## config.mk

```make
export PLATFORM = sky130hd
export DESIGN_NAME = ifid_fetch_buf
export DESIGN_NICKNAME = d
export VERILOG_FILES = /design/src/rtl/ifid_fetch_buf.sv
export SDC_FILE = /design/constraint.sdc
export NUM_CORES = 1
export LEC_CHECK = 0
export ABC_AREA = 1
export CAP_MARGIN = 40
export CORE_UTILIZATION = 56
export DETAILED_ROUTE_END_ITERATION = 8
export GPL_ROUTABILITY_DRIVEN = 0
export GPL_TIMING_DRIVEN = 0
export PLACE_DENSITY_LB_ADDON = 0.05
export SYNTH_ARGS = -nofsm -noshare
export SYNTH_HDL_FRONTEND = slang
export SYNTH_SLANG_ARGS = --single-unit
```

## constraint.sdc

```tcl
create_clock -name cpu_clk_50M -period 1.9 [get_ports cpu_clk_50M]
set_clock_uncertainty 0.15 [all_clocks]
set_input_delay 0.285 -clock cpu_clk_50M [delete_from_list [all_inputs] [get_ports cpu_clk_50M]]
set_output_delay 0.285 -clock cpu_clk_50M [all_outputs]
set_load 0.005 [all_outputs]
```

## src/rtl/ifid_fetch_buf.sv

```systemverilog
// IF->ID pipeline register for a fetch stage driving a synchronous IROM.
// The IROM answers one cycle after the fetch, so the PC is remembered for a
// cycle and then paired with the returned word. A single skid entry parks
// that word when decode is stalled, and flush discards everything held.
module ifid_fetch_buf #(
    parameter int unsigned      ADDR_W       = 32,
    parameter int unsigned      INST_W       = 32,
    parameter int unsigned      STALL_W      = 4,
    parameter int unsigned      ID_STALL_BIT = 2,
    parameter logic [INST_W-1:0] NOP_INST    = '0
) (
    input  logic               cpu_clk_50M,
    input  logic               cpu_rst_n,
    input  logic               ice,
    input  logic [ADDR_W-1:0]  pc,
    input  logic [INST_W-1:0]  inst,
    input  logic [STALL_W-1:0] stall,
    input  logic               flush,
    output logic [ADDR_W-1:0]  id_pc,
    output logic [INST_W-1:0]  id_inst,
    output logic               id_valid,
    output logic               skid_full,
    output logic               ovf_err
);

    // Encoding is {skid occupied, fetch in flight}
    typedef enum logic [1:0] {
        EMPTY     = 2'b00,
        INFL      = 2'b01,
        PARK      = 2'b10,
        PARK_INFL = 2'b11
    } buf_state_t;

    buf_state_t        state;
    logic [ADDR_W-1:0] pend_pc;
    logic [ADDR_W-1:0] skid_pc;
    logic [INST_W-1:0] skid_inst;

    logic pend_v;
    logic skid_v;
    logic adv;
    logic skid_next;
    logic skid_load;

    assign pend_v    = state[0];
    assign skid_v    = state[1];
    assign adv       = ~stall[ID_STALL_BIT];
    assign skid_full = skid_v;

    // Decide whether the skid entry is occupied after the edge and whether
    // the word returning from the IROM this cycle is the one to park there
    always_comb begin
        skid_next = 1'b0;
        skid_load = 1'b0;
        if (flush) begin
            skid_next = 1'b0;
        end else if (adv && skid_v) begin
            skid_next = pend_v;
            skid_load = pend_v;
        end else if (adv) begin
            skid_next = 1'b0;
        end else begin
            skid_next = skid_v | pend_v;
            skid_load = pend_v & ~skid_v;
        end
    end

    // In-flight/skid state, the decode-facing register and the sticky
    // overflow flag; flush beats stall, and the skid drains before new words
    always_ff @(posedge cpu_clk_50M or negedge cpu_rst_n) begin
        if (!cpu_rst_n) begin
            state     <= EMPTY;
            pend_pc   <= '0;
            skid_pc   <= '0;
            skid_inst <= NOP_INST;
            id_pc     <= '0;
            id_inst   <= NOP_INST;
            id_valid  <= 1'b0;
            ovf_err   <= 1'b0;
        end else begin
            state   <= buf_state_t'({skid_next, ice & ~flush});
            pend_pc <= pc;
            if (skid_load) begin
                skid_pc   <= pend_pc;
                skid_inst <= inst;
            end
            if (flush) begin
                id_valid <= 1'b0;
                id_pc    <= '0;
                id_inst  <= NOP_INST;
            end else if (adv && skid_v) begin
                id_valid <= 1'b1;
                id_pc    <= skid_pc;
                id_inst  <= skid_inst;
            end else if (adv && pend_v) begin
                id_valid <= 1'b1;
                id_pc    <= pend_pc;
                id_inst  <= inst;
            end else if (adv) begin
                id_valid <= 1'b0;
                id_pc    <= '0;
                id_inst  <= NOP_INST;
            end else if (pend_v && skid_v) begin
                ovf_err <= 1'b1;
            end
        end
    end

endmodule

```

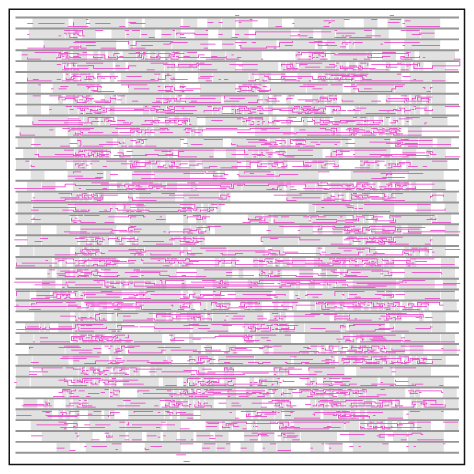
*The metal 1 layer, run 1*
Scale: 4 px per um. Supply wires on this layer in gray. Cells faint in the background.
longest straight run = 39.1 um
nets with wire on the layer = 945
global-route met1 utilization: 38.7%
Post-Route WL: 17,600 um
via count: 6,239

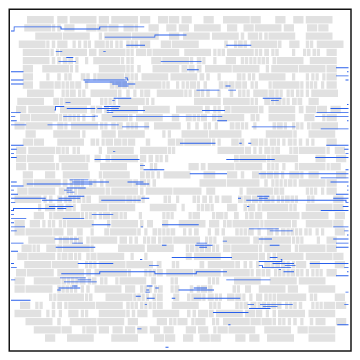
*Signal wires on met3, run 1*
Scale: 3 px per um. Cells faint in the background.
nets with wire on the layer = 145
main direction = horizontal
wire length on this layer = 1,150 um
share of all routed wire = 6.5%
GRT met3 Usage: 6.00%

==> notes.md, run 1 <==
- clock latency on the worst-skew pair: 0.43 ns
- residual antenna-violating net count after detailed routing: 0
- simple logic cell fraction of the synthesized area: 35.4%
- Async SR Flop Fraction: 100%
- critical path data arrival time: 1.41 ns
- status: completed
- area taken by flip-flops and latches: 4110 um^2
- post-synthesis register bit count: 164
- ordered list of cells on the worst path: clkdlybuf4s50_1
- clock sink count: 164
- share of final-layout standard cells stronger than drive strength 1: 8.66%
- CTS buffer count: 17
- die boundary height: 113 um
- Critical Path End Type: primary output
- combinational group share of total power: 11.7%
- Peak VDD IR: 707 uV
- total global-route track usage: 29.2%
- vias per inst: 5.37
- most numerous cell types in the synthesized netlist: nand2_1 (454), dfrtp_1 (164), nand3_1 (65)
- drt pass-1 iters: 6
- number of top-level design ports: 139
- Layout Nets: 1,052
- XOR-XNOR Cells, Area Fraction: 0%
- shortest clock period the worst path allows after layout: 1.84 ns
- sum of net half-perimeters after detailed placement: 11,700 um
- unrepaired setup endpoints after global routing: no
- WL per Instance: 15.1 um
- most frequently used cell type in the post-synthesis netlist: nand2_1
- TritonCTS clock tree: done
- register-to-register setup slack: 0.31 ns
- number of enable flip-flop cells: 0
- Syn-to-layout area delta: 32.1%
- Clk Tree Root Cell: clkbuf_16
- Syn Area/Cell: 8.44 um^2
- buffer and inverter count on the worst path: 1
- total number of yosys warnings: 0
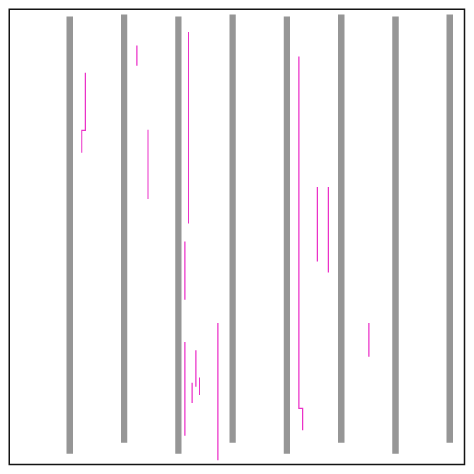
*Met4 routing, run 1*
Scale: 4 px per um. Supply wires on this layer in gray.
share of all routed wire = 1.8%
longest straight run = 87.9 um
nets with wire on the layer = 12
wire length on this layer = 321 um

==> run 1: cell type report <==
| class | instances | area share (%) |
|---|---|---|
| Tap cell | 168 | 2.29 |
| Timing Repair Buffer | 137 | 15.1 |
| Buffer | 62 | 3.72 |
| Sequential cell | 164 | 44.7 |
| Inverter | 7 | 0.286 |
| Multi-Input combinational cell | 591 | 27.0 |
| Clock inverter | 9 | 1.64 |
| Clock buffer | 23 | 5.21 |
==> run 1: repair_timing <==
action	4_1_cts	5_1_grt
setup endpoints to repair	1	0
hold endpoints to repair	76	0
gates resized	1	0
hold buffers	1	0
==> run 1: state kept, by name, indices dropped and copies added, names as in the netlist <==
name       count
ovf_err        1
id_pc         32
pend_pc       32
id_valid       1
skid_pc       32
id_inst       32
state          2
skid_inst     32
==> run 1: kinds of logic (layout without fill, tap and decap cells) <==
family | after synthesis | count (layout)
AOI/OAI and AO/OA | 3 | 3
buffers and inverters | 69 | 238
DFF | 164 | 164
and+or+nand+nor | 588 | 588
==> run 1: worst min-delay path by stage <==
| stage | end | depth (start not counted) |
|---|---|---|
| after floorplan | id_inst[0] | 0 |
| after global placement | skid_inst[11] | 2 |
| after detailed placement | id_inst[10] | 1 |
| after CTS | pend_pc[25] | 1 |
| after global routing | pend_pc[3] | 1 |
| final | pend_pc[17] | 1 |
==> run 1: cell usage in the layout, fill, tap and decap left out, drive strengths merged, types with 2 or more instances in the layout <==
master / instances
nand3: 67
nor2: 3
clkinvlp: 2
nand4: 64
buf: 55
clkinv: 3
bufinv: 4
inv: 7
nand2: 454
clkdlybuf4s50: 134
clkbuf: 32
dfrtp: 164
==> run 1: per-stage QoR <==
step | std cells | util (%) | total power, mW | hold WS (ns) | worst slack (ns)
2_1_floorplan | 824 | - | 4.68 | -0.161 | 0.565
3_3_place_gp | 1127 | 70.6 | 5.16 | 0.303 | -5.92
3_5_place_dp | 1128 | 70.8 | 5.23 | 0.215 | -0.154
4_1_cts | 1161 | 76.1 | 8.85 | 0.133 | 0.0500
5_1_grt | 1161 | 76.1 | 9.21 | 0.137 | 0.0135
6_report | 1161 | 76.1 | 8.83 | 0.138 | 0.0558
==> run 1: power groups by stage <==
stage	Sequential [mW]	Clock, mW	Combinational, mW
CTS	4.16	3.66	1.03
global route	4.21	3.83	1.16
global placement	4.19	0	0.969
finish	4.17	3.64	1.03
floorplan	4.16	0	0.522
detailed placement	4.21	0	1.02
==> run 1: layer usage <==
layer	up-vias	wire (um)
li1	2949	-
met1	2968	7400
met2	287	8690
met3	35	1150
met4	0	320
met5	-	0
==> inputs of run 2 (changes only) <==
--- a/config.mk
+++ b/config.mk
@@ -8,6 +8,7 @@
 export ABC_AREA = 1
 export CAP_MARGIN = 40
 export CORE_UTILIZATION = 56
+export CTS_CLUSTER_SIZE = 30
 export DETAILED_ROUTE_END_ITERATION = 8
 export GPL_ROUTABILITY_DRIVEN = 0
 export GPL_TIMING_DRIVEN = 0
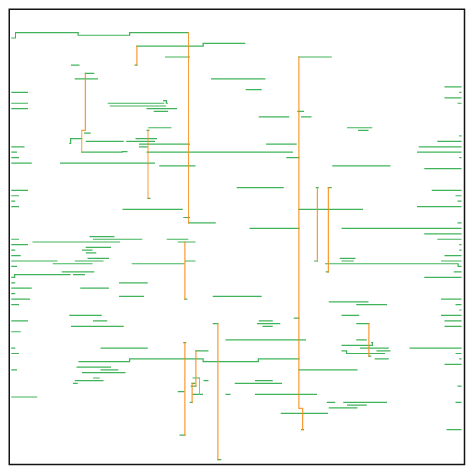
*Wiring by layer, run 2*
Scale: 4 px per um. Only two layers are drawn.
M4 -> orange  # wire length 321 um
M3 -> green  # wire length 1,150 um
total global-route track usage: 29.2%
WL per Instance: 15.1 um

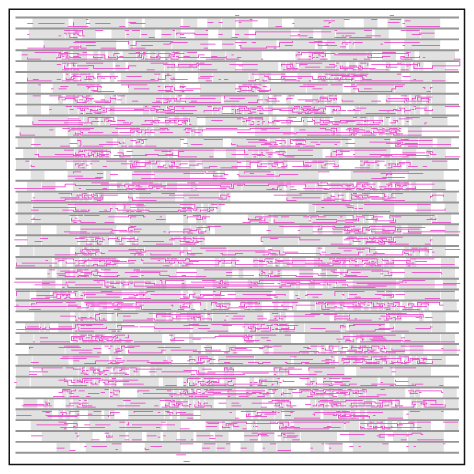
*The metal 1 layer, run 2*
Scale: 4 px per um. Supply wires on this layer in gray. Cells faint in the background.
nets with wire on the layer = 945
longest straight run = 39.1 um
share of all routed wire = 42%

==> notes.md, run 2 <==
- sum of net half-perimeters after detailed placement: 11,700 um
- number of enable flip-flop cells: 0
- Critical Path End Type: primary output
- Worst Setup Slack, final: 0.0558 ns
- unrepaired setup endpoints after global routing: no
- final cell utilization of the core: 76.1%
- shortest clock period the worst path allows after layout: 1.84 ns
- CTS buffer count: 17
- total number of yosys warnings: 0
- Clk Tree Root Cell: clkbuf_16
- TritonCTS clock tree: done
- filler-free cell count of the finished design: 1,161
- clock latency on the worst-skew pair: 0.43 ns
- status: completed
- worst setup slack after placement: -0.154 ns
- Async SR Flop Fraction: 100%
- most numerous cell types in the synthesized netlist: nand2_1 (454), dfrtp_1 (164), nand3_1 (65)
- Peak VDD IR: 707 uV
- die boundary height: 113 um
- Post-Route WL: 17,600 um
- most frequently used cell type in the post-synthesis netlist: nand2_1
- critical path data arrival time: 1.41 ns
- via count: 6,239
- Syn-to-layout area delta: 32.1%
- ordered list of cells on the worst path: clkdlybuf4s50_1
- Syn Area/Cell: 8.44 um^2
- most common cell after layout, fill and taps aside: nand2_1
- buffer and inverter count on the worst path: 1
- residual antenna-violating net count after detailed routing: 0
- vias per inst: 5.37
- leading cell types in the layout, fill and taps excluded: nand2_1 (454), dfrtp_1 (163), clkdlybuf4s50_1 (134)
- number of top-level design ports: 139
- drt pass-1 iters: 6
- Overall Power: 8.83 mW
==> run 2: cell counts after synthesis <==
No cell type changed its count.
==> run 2: repair_timing <==
item | in CTS | in global routing
endpoints found under the hold margin | 76 | 0
hold buffers | 1 | 0
endpoints found under the setup margin | 1 | 0
resized | 1 | 0
==> run 2: metal layers <==
metal / vias to the layer above / part of all wire (%) / global-route usage (%)
met5: - / 0 / 0
met4: 0 / 1.8 / 11.0
met3: 35 / 6.5 / 6.00
met2: 287 / 49 / 48.0
met1: 2968 / 42 / 38.7
li1: 2949 / - / -
==> run 2: layout make-up <==
type / instances / area [um^2] / share of cell area [%]
buffer: 62 / 342 / 3.72
clock buffer: 23 / 478 / 5.21
clock inverter: 9 / 150 / 1.64
inverter: 7 / 26.3 / 0.286
multi-input combinational: 591 / 2480 / 27.0
sequential: 164 / 4110 / 44.7
tap: 168 / 210 / 2.29
timing repair buffer: 137 / 1390 / 15.1
==> run 2: where the power goes <==
part / internal (mW) / total [mW] / switching (mW)
combinational: 0.459 / 1.03 / 0.571
sequential: 3.92 / 4.17 / 0.245
clock: 2.30 / 3.64 / 1.34
==> run 2: cell families (layout without fill, tap and decap cells) <==
| kind of cell | Yosys count | after routing | share of synthesized area (%) |
|---|---|---|---|
| simple gates | 588 | 588 | 35.4 |
| flops | 164 | 164 | 59.0 |
| buf+inv | 69 | 238 | 5.29 |
| compound gates | 3 | 3 | 0.270 |
==> run 2: worst min path at each step <==
stage | slack (ns) | startpoint | depth (start not counted) | end
after floorplan | -0.16 | cpu_rst_n | 0 | id_inst[0]
after global routing | 0.14 | pc[3] | 1 | pend_pc[3]
final | 0.14 | pc[17] | 1 | pend_pc[17]
after CTS | 0.13 | pc[25] | 1 | pend_pc[25]
after global placement | 0.30 | skid_inst[11] | 2 | skid_inst[11]
after detailed placement | 0.22 | cpu_rst_n | 1 | id_inst[10]
==> inputs of run 3 (changes only) <==
--- a/config.mk
+++ b/config.mk
@@ -7,6 +7,7 @@
 export LEC_CHECK = 0
 export ABC_AREA = 1
 export CAP_MARGIN = 40
+export CORE_MARGIN = 1
 export CORE_UTILIZATION = 56
 export CTS_CLUSTER_SIZE = 30
 export DETAILED_ROUTE_END_ITERATION = 8
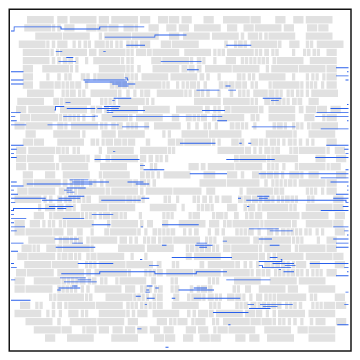
*Signal wires on met3, run 3*
Scale: 3 px per um. Cells faint in the background.
longest straight run = 36.3 um
nets with wire on the layer = 145
share of all routed wire = 6.5%

==> notes.md, run 3 <==
- number of top-level design ports: 139
- die boundary height: 113 um
- Clk Tree Root Cell: clkbuf_16
- dominant register cell in the synthesized netlist: dfrtp_1
- most numerous cell types in the synthesized netlist: nand2_1 (454), dfrtp_1 (164), nand3_1 (65)
- via count: 6,239
- cell depth of the worst min-delay path: 1
- buffer and inverter count on the worst path: 1
- area taken by flip-flops and latches: 4110 um^2
- final cell utilization of the core: 76.1%
- ordered list of cells on the worst path: clkdlybuf4s50_1
- worst setup slack after placement: -0.154 ns
- Antenna Diode Count: 0
- shortest clock period the worst path allows after layout: 1.84 ns
- worst-case hold path end point: pend_pc[17]
- share of final-layout standard cells stronger than drive strength 1: 8.66%
- number of buffer cells added on primary ports: 135
- Layout Nets: 1,052
- footprint of the multi-input gates: 2480 um^2
- Worst Setup Slack, final: 0.0558 ns
- Peak VDD IR: 707 uV
- WL per Instance: 15.1 um
- sum of net half-perimeters after detailed placement: 11,700 um
- critical path data arrival time: 1.41 ns
- Overall Power: 8.83 mW
- number of enable flip-flop cells: 0
- register-to-register setup slack: 0.31 ns
- unrepaired setup endpoints after global routing: no
- most common cell after layout, fill and taps aside: nand2_1
- Syn Area/Cell: 8.44 um^2
- start point of the worst hold path: pc[17]
- post-synthesis register bit count: 164
- Largest cells by area: dfrtp_1 (59%), nand2_1 (25%), nand4_1 (5.8%), nand3_1 (4.7%), buf_2 (1.9%)
- Hold WS: 0.138 ns
- drt pass-1 iters: 6
- clock sink count: 164
- total global-route track usage: 29.2%
- Critical Path End Type: primary output
- TritonCTS clock tree: done
- status: completed
- cells after synthesis: 824
- leading cell types in the layout, fill and taps excluded: nand2_1 (454), dfrtp_1 (163), clkdlybuf4s50_1 (134)
- Async SR Flop Fraction: 100%
- CTS buffer count: 17
- total number of yosys warnings: 0
- clock latency on the worst-skew pair: 0.43 ns
- Syn-to-layout area delta: 32.1%
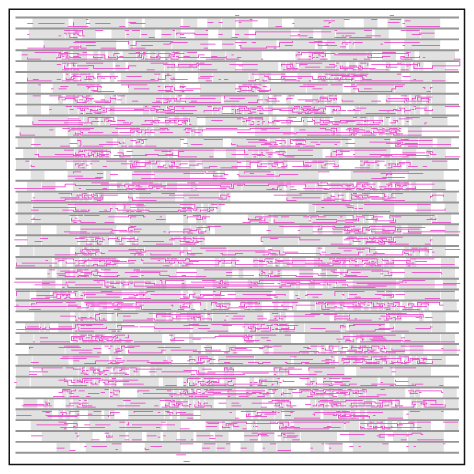
*The metal 1 layer, run 3*
Scale: 4 px per um. Supply wires on this layer in gray. Cells faint in the background.
main direction = horizontal
wire length on this layer = 7,400 um
longest straight run = 39.1 um
nets with wire on the layer = 945
share of all routed wire = 42%

==> run 3: cell type report <==
| cell class | instances | area share, % |
|---|---|---|
| Buffer | 62 | 3.72 |
| Clock buffer | 23 | 5.21 |
| Clock inverter | 9 | 1.64 |
| Inverter | 7 | 0.286 |
| Multi-Input combinational cell | 591 | 27.0 |
| Sequential cell | 164 | 44.7 |
| Tap cell | 168 | 2.29 |
| Timing Repair Buffer | 137 | 15.1 |
==> run 3: through the flow <==
stage | TNS (ns) | instances
4_1_cts | 0 | 1161
3_5_place_dp | -8.91 | 1128
5_1_grt | 0 | 1161
2_1_floorplan | 0 | 824
3_3_place_gp | -975.62 | 1127
6_report | 0 | 1161
==> run 3: routing by layer <==
layer / global-route usage, % / share of wire [%] / wire (um)
met5: 0 / 0 / 0
met2: 48.0 / 49 / 8690
met1: 38.7 / 42 / 7400
met4: 11.0 / 1.8 / 320
met3: 6.00 / 6.5 / 1150
==> run 3: kinds of logic (layout without fill, tap and decap cells) <==
kind of cell,after synthesis,after routing,synth area share [%]
flops,164,164,59.0
compound gates,3,3,0.270
buf+inv,69,238,5.29
simple gates,588,588,35.4
==> run 3: timing repair <==
action | in CTS | in global routing
hold endpoints to repair | 76 | 0
hold buffers | 1 | 0
setup endpoints to repair | 1 | 0
buffers inserted | 0 | 0
resized | 1 | 0
==> run 3: power breakdown <==
part | total (mW) | switching, mW | internal (mW) | leakage, nW
clock | 3.64 | 1.34 | 2.30 | 0.303
combinational | 1.03 | 0.571 | 0.459 | 2.37
sequential | 4.17 | 0.245 | 3.92 | 2.11
total | 8.83 | 2.16 | 6.68 | 4.78
==> run 3: worst max-delay path by stage <==
stage / from / to / slack [ns] / depth (start not counted)
CTS: state[1] / skid_full / 0.05 / 1
global route: state[1] / skid_full / 0.01 / 1
floorplan: state[1] / id_valid / 0.56 / 6
finish: state[1] / skid_full / 0.06 / 1
detailed placement: flush / skid_pc[23] / -0.15 / 6
global placement: cpu_rst_n / pend_pc[12] / -5.92 / 1
Power and IR drop assume default switching activity.
